$ cat src/rtl/ro_phase_quantizer.sv
// Purpose : measures how far the ring oscillator phase advances over a window of
//           win_len clk cycles, in units of one stage delay.
// Latency : accepted start at cycle 0 -> code_valid at cycle W+4 (W = max(win_len,1)).
// Backpr. : code/ovf/code_valid are held in DONE until code_ready; no new start is
//           taken until the result has been accepted and the FSM is back in IDLE.
//
// Ports:
//   clk, rst_n          single clock, asynchronous active-low reset
//   ro_tap[N_PHASE]     asynchronous ring taps, bit i = vop of stage i
//   start, win_len      measurement request and window length (sampled on start)
//   busy                high whenever a measurement is in progress or pending
//   code, ovf           phase advance and saturation flag, qualified by code_valid
//   code_valid/ready    result handshake
module ro_phase_quantizer #(
    parameter int N_PHASE = 5,
    parameter int CNT_W   = 12,
    parameter int WIN_W   = 16,
    parameter int CODE_W  = 16
) (
    input  logic                clk,
    input  logic                rst_n,
    input  logic [N_PHASE-1:0]  ro_tap,
    input  logic                start,
    input  logic [WIN_W-1:0]    win_len,
    output logic                busy,
    output logic [CODE_W-1:0]   code,
    output logic                code_valid,
    input  logic                code_ready,
    output logic                ovf
);

    // Fine phase width: holds 0..2*N_PHASE-1 (and the popcount 0..N_PHASE).
    localparam int PW     = $clog2(2 * N_PHASE);
    // Wrap count times phases-per-wrap never exceeds this width.
    localparam int PROD_W = CNT_W + PW;
    // Signed working width for the result. It is at least CODE_W+2 and is widened
    // further when a saturated wrap count could otherwise alias into range.
    localparam int TOT_W  = ((CODE_W > PROD_W) ? CODE_W : PROD_W) + 2;

    localparam logic [CNT_W-1:0]        WRAP_MAX = '1;
    localparam logic signed [TOT_W-1:0] CODE_MAX = TOT_W'({CODE_W{1'b1}});

    typedef enum logic [2:0] {
        S_IDLE,
        S_ARM1,
        S_ARM2,
        S_COUNT,
        S_CALC,
        S_DONE
    } state_t;

    state_t state_q, state_d;

    // ------------------------------------------------------------------
    // Tap synchronizers. msb_d is the previous synchronized MSB, used to
    // spot the 2N-1 -> 0 wrap as a falling edge of the last tap.
    // ------------------------------------------------------------------
    logic [N_PHASE-1:0] sync1;
    logic [N_PHASE-1:0] s_tap;
    logic               msb_d;

    always_ff @(posedge clk or negedge rst_n) begin
        if (!rst_n) begin
            sync1 <= '0;
            s_tap <= '0;
            msb_d <= 1'b0;
        end else begin
            sync1 <= ro_tap;
            s_tap <= sync1;
            msb_d <= s_tap[N_PHASE-1];
        end
    end

    logic wrap_det;
    assign wrap_det = msb_d & ~s_tap[N_PHASE-1];

    // ------------------------------------------------------------------
    // Fine decode. A Johnson ring fills with ones from tap 0 upward during
    // the first half period and empties from tap 0 upward in the second;
    // the last tap tells the two halves apart. Bubbles simply fall through
    // the popcount.
    // ------------------------------------------------------------------
    logic [PW-1:0] ones;
    logic [PW-1:0] p;

    always_comb begin
        ones = '0;
        for (int i = 0; i < N_PHASE; i++) begin
            ones = ones + PW'(s_tap[i]);
        end
        if (s_tap[N_PHASE-1]) begin
            p = PW'(2 * N_PHASE) - ones;
        end else begin
            p = ones;
        end
    end

    // ------------------------------------------------------------------
    // Datapath registers.
    // ------------------------------------------------------------------
    logic [WIN_W-1:0] rem;       // COUNT cycles still to go after the current one
    logic [CNT_W-1:0] wraps;
    logic             ovf_i;     // wrap counter hit its ceiling
    logic [PW-1:0]    p_start;
    logic [PW-1:0]    p_end;

    // FSM control strobes
    logic ld_win;
    logic cap_start;
    logic cnt_en;
    logic last_cnt;
    logic do_calc;
    logic accept;

    assign last_cnt = cnt_en && (rem == '0);

    // ------------------------------------------------------------------
    // FSM: state register + next-state/strobe decode.
    // ------------------------------------------------------------------
    always_ff @(posedge clk or negedge rst_n) begin
        if (!rst_n) begin
            state_q <= S_IDLE;
        end else begin
            state_q <= state_d;
        end
    end

    always_comb begin
        state_d   = state_q;
        ld_win    = 1'b0;
        cap_start = 1'b0;
        cnt_en    = 1'b0;
        do_calc   = 1'b0;
        accept    = 1'b0;
        case (state_q)
            S_IDLE: begin
                if (start) begin
                    ld_win  = 1'b1;
                    state_d = S_ARM1;
                end
            end
            // Two ARM cycles let the synchronizers flush stale tap values.
            S_ARM1: begin
                state_d = S_ARM2;
            end
            S_ARM2: begin
                cap_start = 1'b1;
                state_d   = S_COUNT;
            end
            S_COUNT: begin
                cnt_en = 1'b1;
                if (rem == '0) begin
                    state_d = S_CALC;
                end
            end
            S_CALC: begin
                do_calc = 1'b1;
                state_d = S_DONE;
            end
            S_DONE: begin
                if (code_ready) begin
                    accept  = 1'b1;
                    state_d = S_IDLE;
                end
            end
            default: begin
                state_d = S_IDLE;
            end
        endcase
    end

    assign busy = (state_q != S_IDLE);

    // ------------------------------------------------------------------
    // Result arithmetic: whole wraps plus the fine-phase difference.
    // ------------------------------------------------------------------
    logic [PROD_W-1:0]       wrap_ph;
    logic signed [TOT_W-1:0] total;
    logic [CODE_W-1:0]       code_d;
    logic                    sat_d;

    assign wrap_ph = PROD_W'(wraps) * PROD_W'(2 * N_PHASE);
    assign total   = $signed(TOT_W'(wrap_ph)) + $signed(TOT_W'(p_end))
                   - $signed(TOT_W'(p_start));

    always_comb begin
        code_d = '0;
        sat_d  = 1'b0;
        if (total[TOT_W-1]) begin
            // Negative only for bubbled taps or an undersampled ring.
            code_d = '0;
        end else if (total > CODE_MAX) begin
            code_d = '1;
            sat_d  = 1'b1;
        end else begin
            code_d = total[CODE_W-1:0];
        end
    end

    always_ff @(posedge clk or negedge rst_n) begin
        if (!rst_n) begin
            rem        <= '0;
            wraps      <= '0;
            ovf_i      <= 1'b0;
            p_start    <= '0;
            p_end      <= '0;
            code       <= '0;
            ovf        <= 1'b0;
            code_valid <= 1'b0;
        end else begin
            // A zero window is run as a one-cycle window.
            if (ld_win) begin
                rem <= (win_len == '0) ? '0 : (win_len - 1'b1);
            end

            if (cap_start) begin
                p_start <= p;
                wraps   <= '0;
                ovf_i   <= 1'b0;
            end

            if (cnt_en) begin
                if (rem != '0) begin
                    rem <= rem - 1'b1;
                end
                if (wrap_det && (wraps != WRAP_MAX)) begin
                    wraps <= wraps + 1'b1;
                    if (wraps == (WRAP_MAX - 1'b1)) begin
                        ovf_i <= 1'b1;
                    end
                end
            end

            // The wrap seen in this same cycle lands in wraps together with p_end.
            if (last_cnt) begin
                p_end <= p;
            end

            if (do_calc) begin
                code       <= code_d;
                ovf        <= sat_d | ovf_i;
                code_valid <= 1'b1;
            end else if (accept) begin
                code_valid <= 1'b0;
            end
        end
    end

endmodule

$ cat config.mk
export PLATFORM = sky130hd
export DESIGN_NAME = ro_phase_quantizer
export DESIGN_NICKNAME = d
export VERILOG_FILES = /design/src/rtl/ro_phase_quantizer.sv
export SDC_FILE = /design/constraint.sdc
export NUM_CORES = 1
export LEC_CHECK = 0
export CAP_MARGIN = 0
export CORE_ASPECT_RATIO = 1.2
export CORE_UTILIZATION = 59
export DETAILED_ROUTE_END_ITERATION = 10
export GPL_ROUTABILITY_DRIVEN = 0
export GPL_TIMING_DRIVEN = 0
export PLACE_DENSITY = 0.89
export SYNTH_ARGS = -nofsm -noshare
export SYNTH_HDL_FRONTEND = slang
export SYNTH_SLANG_ARGS = --single-unit
$ cat constraint.sdc
create_clock -name clk -period 4.9 [get_ports clk]
set_input_delay 0.98 -clock clk [delete_from_list [all_inputs] [get_ports clk]]
set_output_delay 0.98 -clock clk [all_outputs]
set_load 0.005 [all_outputs]
==> impl_metrics.toml, run 1 <==
# generated from flow reports
[layout]
area_growth_syn_to_layout_pct = 16.9
comb_area_share_pct = 52.5
largestClassByArea = "multi-input combinational cells"
buffers = 57
largestRegisters = "code x16, rem x16, wraps x12"
fin_nets = 680
nonClockInverterCount = 43
combGateArea_sq_um = 3030
finalCoreUtilization_pct = 71.3
final-clk-cell-share_pct = 4.03

[yosys]
ys_types = 63
fp_nets = 626
xor_share_pct = 5.49
mux_area_share_pct = 1.67
top_cells_by_count = "dfrtp_1 (69), nand2_1 (67), o21ai_0 (50)"
ys_cells = 548
yosysWarnings = 0
adder_share_pct = 14.6
synth-async-reset-ratio_pct = 100
ys.flops = 69
ys_sh_aoi_pct = 19.9
yosys.cell_count.top_type = "dfrtp_1"
edf_count = 0

[power]
p_int_mw = 1.72
max-vdd-ir-drop_uv = 334
pwr-share-comb_pct = 55.1

[route]
route.met3.wl_um = 428
drt-met1-wl_um = 4530
wl_met2_um = 6180
via_per_inst = 6.14
ant_nets = 0
drcViolationCount = 0

[critical_path]
path_buffers = 2
setup.worst_path.end_class = "flip-flop"
start_kind = "flip-flop"
crit_fanout = 10
arrival_ps = 4810
critPathTopFamily = "adder cells"

[floorplanning]
dieWidth_um = 85.6
tap_cells = 95
rows = 36
ioPinCount = 44
fp.dieH_um = 102

[run_status]
status = "completed"

[sta]
hold_ws_ps = 348
min_period_over_period_pct = 92.7
hold_viol_final = 0
min_period_ps = 4540
fmax_mhz = 220
fin_worst_skew_ps = 13.0

[clock_network]
cts_root_buffer = "clkbuf_8"

[flow_run]
drv_cap = 0

[global_route]
overflow = 0
met3_usage_pct = 4.68
[run 1: power groups by stage]
stage	clock network (mW)	logic (mW)	registers [mW]
finish	0.552	1.63	0.777
floorplan	0	1.11	0.757
global placement	0	1.40	0.775
global route	0.576	1.80	0.792
CTS	0.553	1.51	0.772
detailed placement	0	1.46	0.783
[run 1: final timing paths]
kind	from	endpoint	slack (ps)	cells after the start
max	wraps[1]	code[5]	360	20
min	sync1[4]	s_tap[4]	350	0
max reg2reg	wraps[1]	code[5]	360	20
min reg2reg	sync1[4]	s_tap[4]	350	0
max in group asynchronous	rst_n	wraps[2]	3570	1
min in group asynchronous	rst_n	s_tap[1]	740	1
[run 1: through the flow]
stage,instance area [sq um],worst slack [ps]
after detailed placement,5490,89.4
after global placement,5490,158
after global routing,5780,22.2
final,5780,359
after CTS,5730,131
after floorplan,4940,806
[run 1: cell usage in the layout, fill, tap and decap left out, types with 3 or more instances in the layout]
master / n
a211o_1: 3
a21oi_2: 4
clkbuf_8: 11
or2_2: 4
a21o_1: 8
o21a_1: 4
dfrtp_1: 67
or3_1: 6
nand3_1: 17
nor2b_1: 5
o211ai_1: 8
nand3b_1: 3
nand2b_1: 7
nand2_1: 67
nor3_2: 3
nand4_1: 6
o311ai_0: 8
clkdlybuf4s50_1: 42
o221ai_1: 6
o21ai_0: 49
and3_1: 5
o21ai_1: 3
nor3_1: 10
a22o_1: 4
fa_1: 8
buf_2: 4
mux2i_1: 6
xnor2_1: 21
clkbuf_1: 8
a21oi_1: 24
or4_1: 4
xor2_1: 8
inv_1: 42
nor2_1: 32
ha_1: 44
a31oi_1: 3
[run 1: cells by family after synthesis]
| family | after synthesis |
|---|---|
| buf+inv | 57 |
| compound gates | 147 |
| mux | 8 |
| fa+ha+maj | 53 |
| flops | 69 |
| xor+xnor | 31 |
| simple gates | 183 |
Fig. 1: run 1, a small window of the routed layout
The bar under the picture is 5 um long. Window x 54 to 74, y 67 to 87 um. Cells in gray, sequential cells in the stronger gray; small squares are vias.
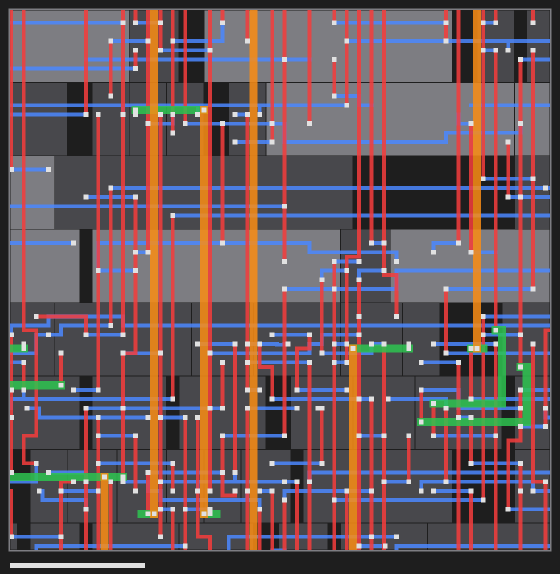
- blue: M1
- red: M2
- green: M3
- orange: M4
- most frequent: nor2_1 (8), o21ai_0 (6)
- sequential cells in the window: 4
- netlist names of flops here include: code (4)
- cells with their middle in the window: 35

Fig. 2: run 1, signal wires on met1
The bar under the picture is 20 um long.
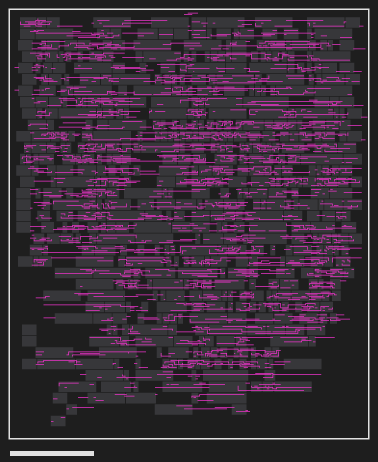
- main direction: horizontal
- nets with wire on the layer: 624
- share of all routed wire: 39%
- wire length on this layer: 4530 um
- longest straight run: 27.1 um
final wirelength: 11500 um
Vias: 4313

Fig. 3: run 1, signal metal coverage by tile
The die is cut into 17 by 20 equal tiles; white is low, dark blue is high, scaled to the fullest tile. Values are wire area over tile area, all layers added.
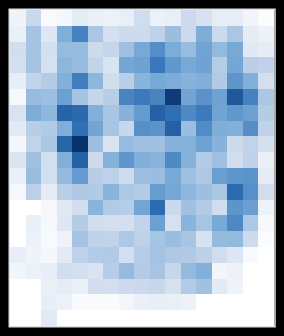
- mean over tiles: 0.21
- fullest tile: 0.69
- nearly empty tiles: 10%
wire length per cell: 16.4 um
GRT Overall Usage: 28.3%

## Run 2: what changed since run 1
--- a/config.mk
+++ b/config.mk
@@ -7,11 +7,11 @@
 export LEC_CHECK = 0
 export CAP_MARGIN = 0
 export CORE_ASPECT_RATIO = 1.2
-export CORE_UTILIZATION = 59
+export CORE_UTILIZATION = 31
 export DETAILED_ROUTE_END_ITERATION = 10
 export GPL_ROUTABILITY_DRIVEN = 0
 export GPL_TIMING_DRIVEN = 0
-export PLACE_DENSITY = 0.89
+export PLACE_DENSITY = 0.56
 export SYNTH_ARGS = -nofsm -noshare
 export SYNTH_HDL_FRONTEND = slang
 export SYNTH_SLANG_ARGS = --single-unit
==> constraint.sdc (replaced) <==
create_clock -name clk -period 4.8 [get_ports clk]
set_input_delay 0.96 -clock clk [delete_from_list [all_inputs] [get_ports clk]]
set_output_delay 0.96 -clock clk [all_outputs]
set_load 0.005 [all_outputs]
Fig. 4: run 2, signal wires on met1
The bar under the picture is 20 um long.
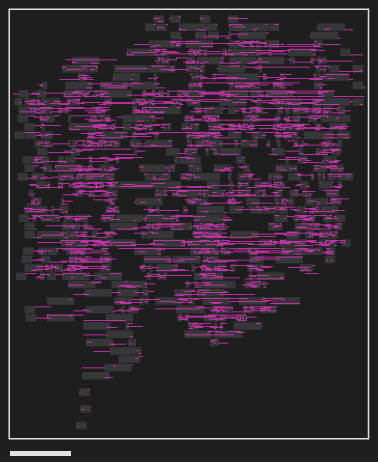
- main direction: horizontal
- wire length on this layer: 4910 um
- longest straight run: 32.9 um
- nets with wire on the layer: 628
M1 GR Usage: 16.7%
final wirelength: 11400 um

==> impl_metrics.toml, run 2 <==
# generated from flow reports
[floorplanning]
rows = 50
dieWidth_um = 117
fp.dieH_um = 140

[layout]
area_growth_syn_to_layout_pct = 23.4
final_cell_mix = "nand2_1 (67), dfrtp_1 (66), o21ai_0 (48)"
largestRegisters = "code x16, rem x16, wraps x12"
final_cell_area_sq_um = 6100
finalCoreUtilization_pct = 39.1
lay_top_count = "nand2_1"
fin_nets = 683

[clock_network]
path_clk_slew_ps = 60

[yosys]
mux_area_share_pct = 1.67
edf_count = 0
ys_cells = 548
ys_types = 63
synth-async-reset-ratio_pct = 100
top_cells_by_count = "dfrtp_1 (69), nand2_1 (67), o21ai_0 (50)"
ys.flops = 69
yosys.cell_count.top_type = "dfrtp_1"
fp_nets = 626
adder_share_pct = 14.6
yosysWarnings = 0

[sta]
fin_worst_skew_ps = 7.46
fmax_mhz = 226
hold_ws_ps = 345
min_period_ps = 4430
min_period_over_period_pct = 92.3
hold_viol_final = 0
setup_ws_ps = 368

[place]
detailedPlace.worstSlack_ps = -129
place_area_sq_um = 5630

[flow_run]
drv_cap = 0

[route]
via_per_inst = 5.09
ant_nets = 0

[run_status]
status = "completed"

[global_route]
met3_usage_pct = 3.38
overflow = 0

[critical_path]
crit_fanout = 9
setup.worst_path.end_class = "flip-flop"
critPathTopFamily = "AND-OR/OR-AND gates"
start_kind = "flip-flop"
arrival_ps = 4640
ff2ff_setup_slack_ps = 370
path_buffers = 2

[power]
max-vdd-ir-drop_uv = 247
Fig. 5: run 2, signal metal coverage by tile
The die is cut into 23 by 28 equal tiles; white is low, dark blue is high, scaled to the fullest tile. Values are wire area over tile area, all layers added.
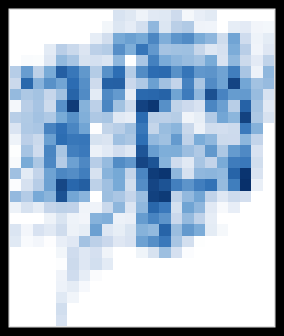
- tiles over half the peak: 21%
- emptiest ninth of the die: south-east
- nearly empty tiles: 32%
- mean over tiles: 0.11
- fullest tile: 0.41
Vias: 4164
wire length per cell: 13.9 um
GRT Overall Usage: 15.0%

-- run 2: cell type report --
| type | instances | area (sq um) |
|---|---|---|
| fillers | 1588 | 9480 |
| multi-input cells | 422 | 3050 |
| flip-flops and latches | 69 | 1730 |
| repair buffers | 46 | 450 |
| well taps | 208 | 260 |
| clock buffers | 9 | 225 |
| inverters | 43 | 161 |
| clock inverters | 7 | 146 |
| plain buffers | 14 | 72.6 |
-- run 2: kinds of logic after synthesis --
group | after synthesis
fa+ha+maj | 53
simple gates | 183
mux | 8
buf+inv | 57
compound gates | 147
xor+xnor | 31
flops | 69
-- run 2: path summary, 6_finish.rpt --
check,start,endpoint,cells after the start
setup / recovery,wraps[2],code[1],19
setup reg to reg,wraps[2],code[1],19
hold reg to reg,sync1[0],s_tap[0],0
hold / removal,sync1[0],s_tap[0],0
max in group asynchronous,rst_n,wraps[3],1
min in group asynchronous,rst_n,ovf,1
-- run 2: timing repair --
item,CTS,global route
setup buffers,0,3
pin swaps,0,3
cloned,0,0
gates resized,3,17
setup endpoints to repair,11,17
-- run 2: where the power goes --
part	total (mW)	switching (mW)	leakage [nW]	internal, mW
Clock	0.830	0.266	0.180	0.564
Sequential	0.793	0.103	0.868	0.690
Combinational	1.67	0.881	1.62	0.791
Total	3.30	1.25	2.67	2.04
-- run 2: worst reg2reg max path, delay by kind of cell (launching register included) --
kind	cells	cell delay, ps
AOI/OAI and AO/OA	11	2090
adders and majority gates	3	910
DFF	1	470
buffers and inverters	2	370
xor gates and xnor gates	2	310
and+or+nand+nor	1	120
-- run 2: per-layer routing --
| metal | up-vias | routed length, um |
|---|---|---|
| li1 | 2086 | - |
| met3 | 16 | 323 |
| met4 | 0 | 201 |
| met1 | 2004 | 4910 |
| met2 | 58 | 5930 |
| met5 | - | 0 |
## Run 3: what changed since run 2
--- a/config.mk
+++ b/config.mk
@@ -8,6 +8,7 @@
 export CAP_MARGIN = 0
 export CORE_ASPECT_RATIO = 1.2
 export CORE_UTILIZATION = 31
+export CTS_CLUSTER_DIAMETER = 80
 export DETAILED_ROUTE_END_ITERATION = 10
 export GPL_ROUTABILITY_DRIVEN = 0
 export GPL_TIMING_DRIVEN = 0
Fig. 6: run 3, a small window of the routed layout
The bar under the picture is 5 um long. Window x 78 to 98, y 95 to 115 um. Cells in gray, sequential cells in the stronger gray; small squares are vias.
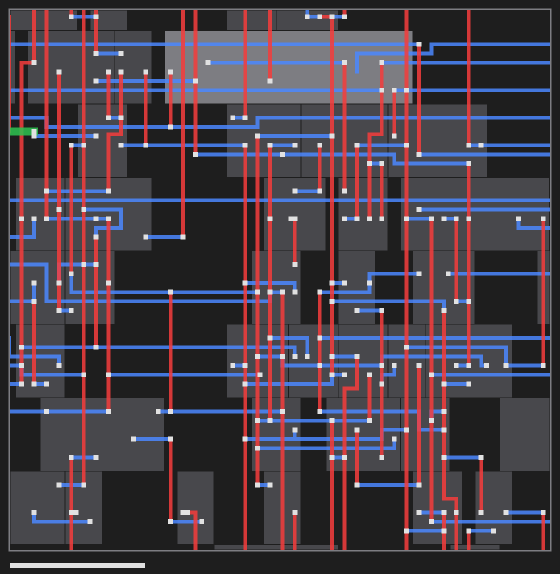
- green: M3
- red: M2
- blue: M1
- sequential cells in the window: 1
- netlist names of flops here include: code (1)
- cells with their middle in the window: 32
- most frequent: a21oi_1 (5), o21ai_0 (4)

==> impl_metrics.toml, run 3 <==
# generated from flow reports
[yosys]
edf_count = 0
yosys.cell_count.top_type = "dfrtp_1"
ys_types = 63
top_cells_by_count = "dfrtp_1 (69), nand2_1 (67), o21ai_0 (50)"

[power]
power_switching_mw = 1.25
switching_share_pct = 37.9
seqPwrFrac_pct = 24.1
pwr-share-comb_pct = 50.7

[route]
via_per_inst = 5.09
vias = 4164
drt_wl_total_um = 11400
wl_per_cell_um = 13.9

[global_route]
overflow = 0
grt_use_total_pct = 15.0

[critical_path]
reg2reg_depth = 19
reg2reg_to = "code[1]"
rr_startpoint = "wraps[2]"
crit_fanout = 9
start_kind = "flip-flop"
critPathTopFamily = "AND-OR/OR-AND gates"
endpoint = "code[1]"
crit_path_start = "wraps[2]"
arrival_ps = 4640
path_buffers = 2

[layout]
nonClkBufAreaFrac_pct = 8.58
logic_gates = 422
nonClockInverterCount = 43
regArea_sq_um = 1730
final-clk-cell-share_pct = 6.09
clockBufferCount = 9
comb_area_share_pct = 50.0
seq-cell-share_pct = 28.4
combGateArea_sq_um = 3050
buffers = 60
flop-count = 69

[run_status]
status = "completed"

[clock_network]
cts_root_buffer = "clkbuf_16"
path_clk_slew_ps = 60

[floorplanning]
rows = 50
ioPinCount = 44
fp.dieH_um = 140
dieWidth_um = 117

[worst_hold_path]
min_from = "sync1[0]"
whs_path_depth = 0

[place]
place_area_sq_um = 5630

[sta]
fin_worst_skew_ps = 7.46
min_period_ps = 4430
hold_viol_final = 0

[flow_run]
drv_cap = 0
Fig. 7: run 3, track usage over the die
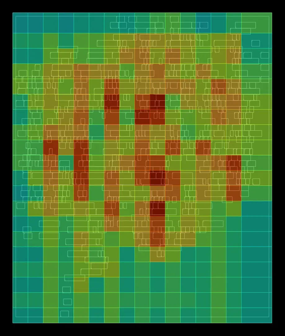
GR Util met3: 3.38%
most used routing layer: met2
met2 GRT Util: 27.6%

run 3: kinds of logic after synthesis:
family	Yosys count	synth area share, %
buffers and inverters	57	4.61
and+or+nand+nor	183	18.7
DFF	69	34.9
muxes	8	1.67
AOI/OAI and AO/OA	147	19.9
adders and majority gates	53	14.6
xor gates and xnor gates	31	5.49
run 3: how the worst min path moves through the flow:
stage / to / slack (ps)
5_1_grt: s_tap[2] / 360
3_3_place_gp: s_tap[0] / 330
4_1_cts: s_tap[3] / 350
2_1_floorplan: s_tap[0] / 330
3_5_place_dp: s_tap[3] / 340
6_report: s_tap[0] / 350
run 3: what timing repair did:
action / in CTS / in global routing
pin swaps: 0 / 3
setup buffers: 0 / 3
endpoints found under the setup margin: 11 / 17
endpoints found under the hold margin: 0 / 0
gates cloned: 0 / 0
resized: 3 / 17
run 3: layer usage:
layer / wire length [um] / track usage, % / part of all wire [%]
met1: 4910 / 16.7 / 43
met2: 5930 / 27.6 / 52
met3: 323 / 3.38 / 2.8
met4: 201 / 4.86 / 1.8
met5: 0 / 0 / 0
run 3: power groups by stage:
stage / Combinational, mW / Clock [mW] / Sequential, mW
floorplan: 1.13 / 0 / 0.772
global placement: 1.46 / 0 / 0.799
detailed placement: 1.49 / 0 / 0.800
CTS: 1.54 / 0.848 / 0.791
global route: 1.87 / 0.871 / 0.810
finish: 1.67 / 0.830 / 0.793
run 3: through the flow:
stage | setup TNS [ps] | worst slack (ps) | total power [mW] | util (%) | hold slack [ps]
global placement | -171 | -59.0 | 2.26 | 36.2 | 334
floorplan | 0 | 706 | 1.91 | - | 331
finish | 0 | 368 | 3.30 | 39.1 | 345
detailed placement | -414 | -129 | 2.29 | 36.1 | 336
CTS | 0 | 24.2 | 3.18 | 38.6 | 349
global route | 0 | 11.5 | 3.55 | 39.1 | 357
No activity file was given, so power comes from the tool's default toggle rates.
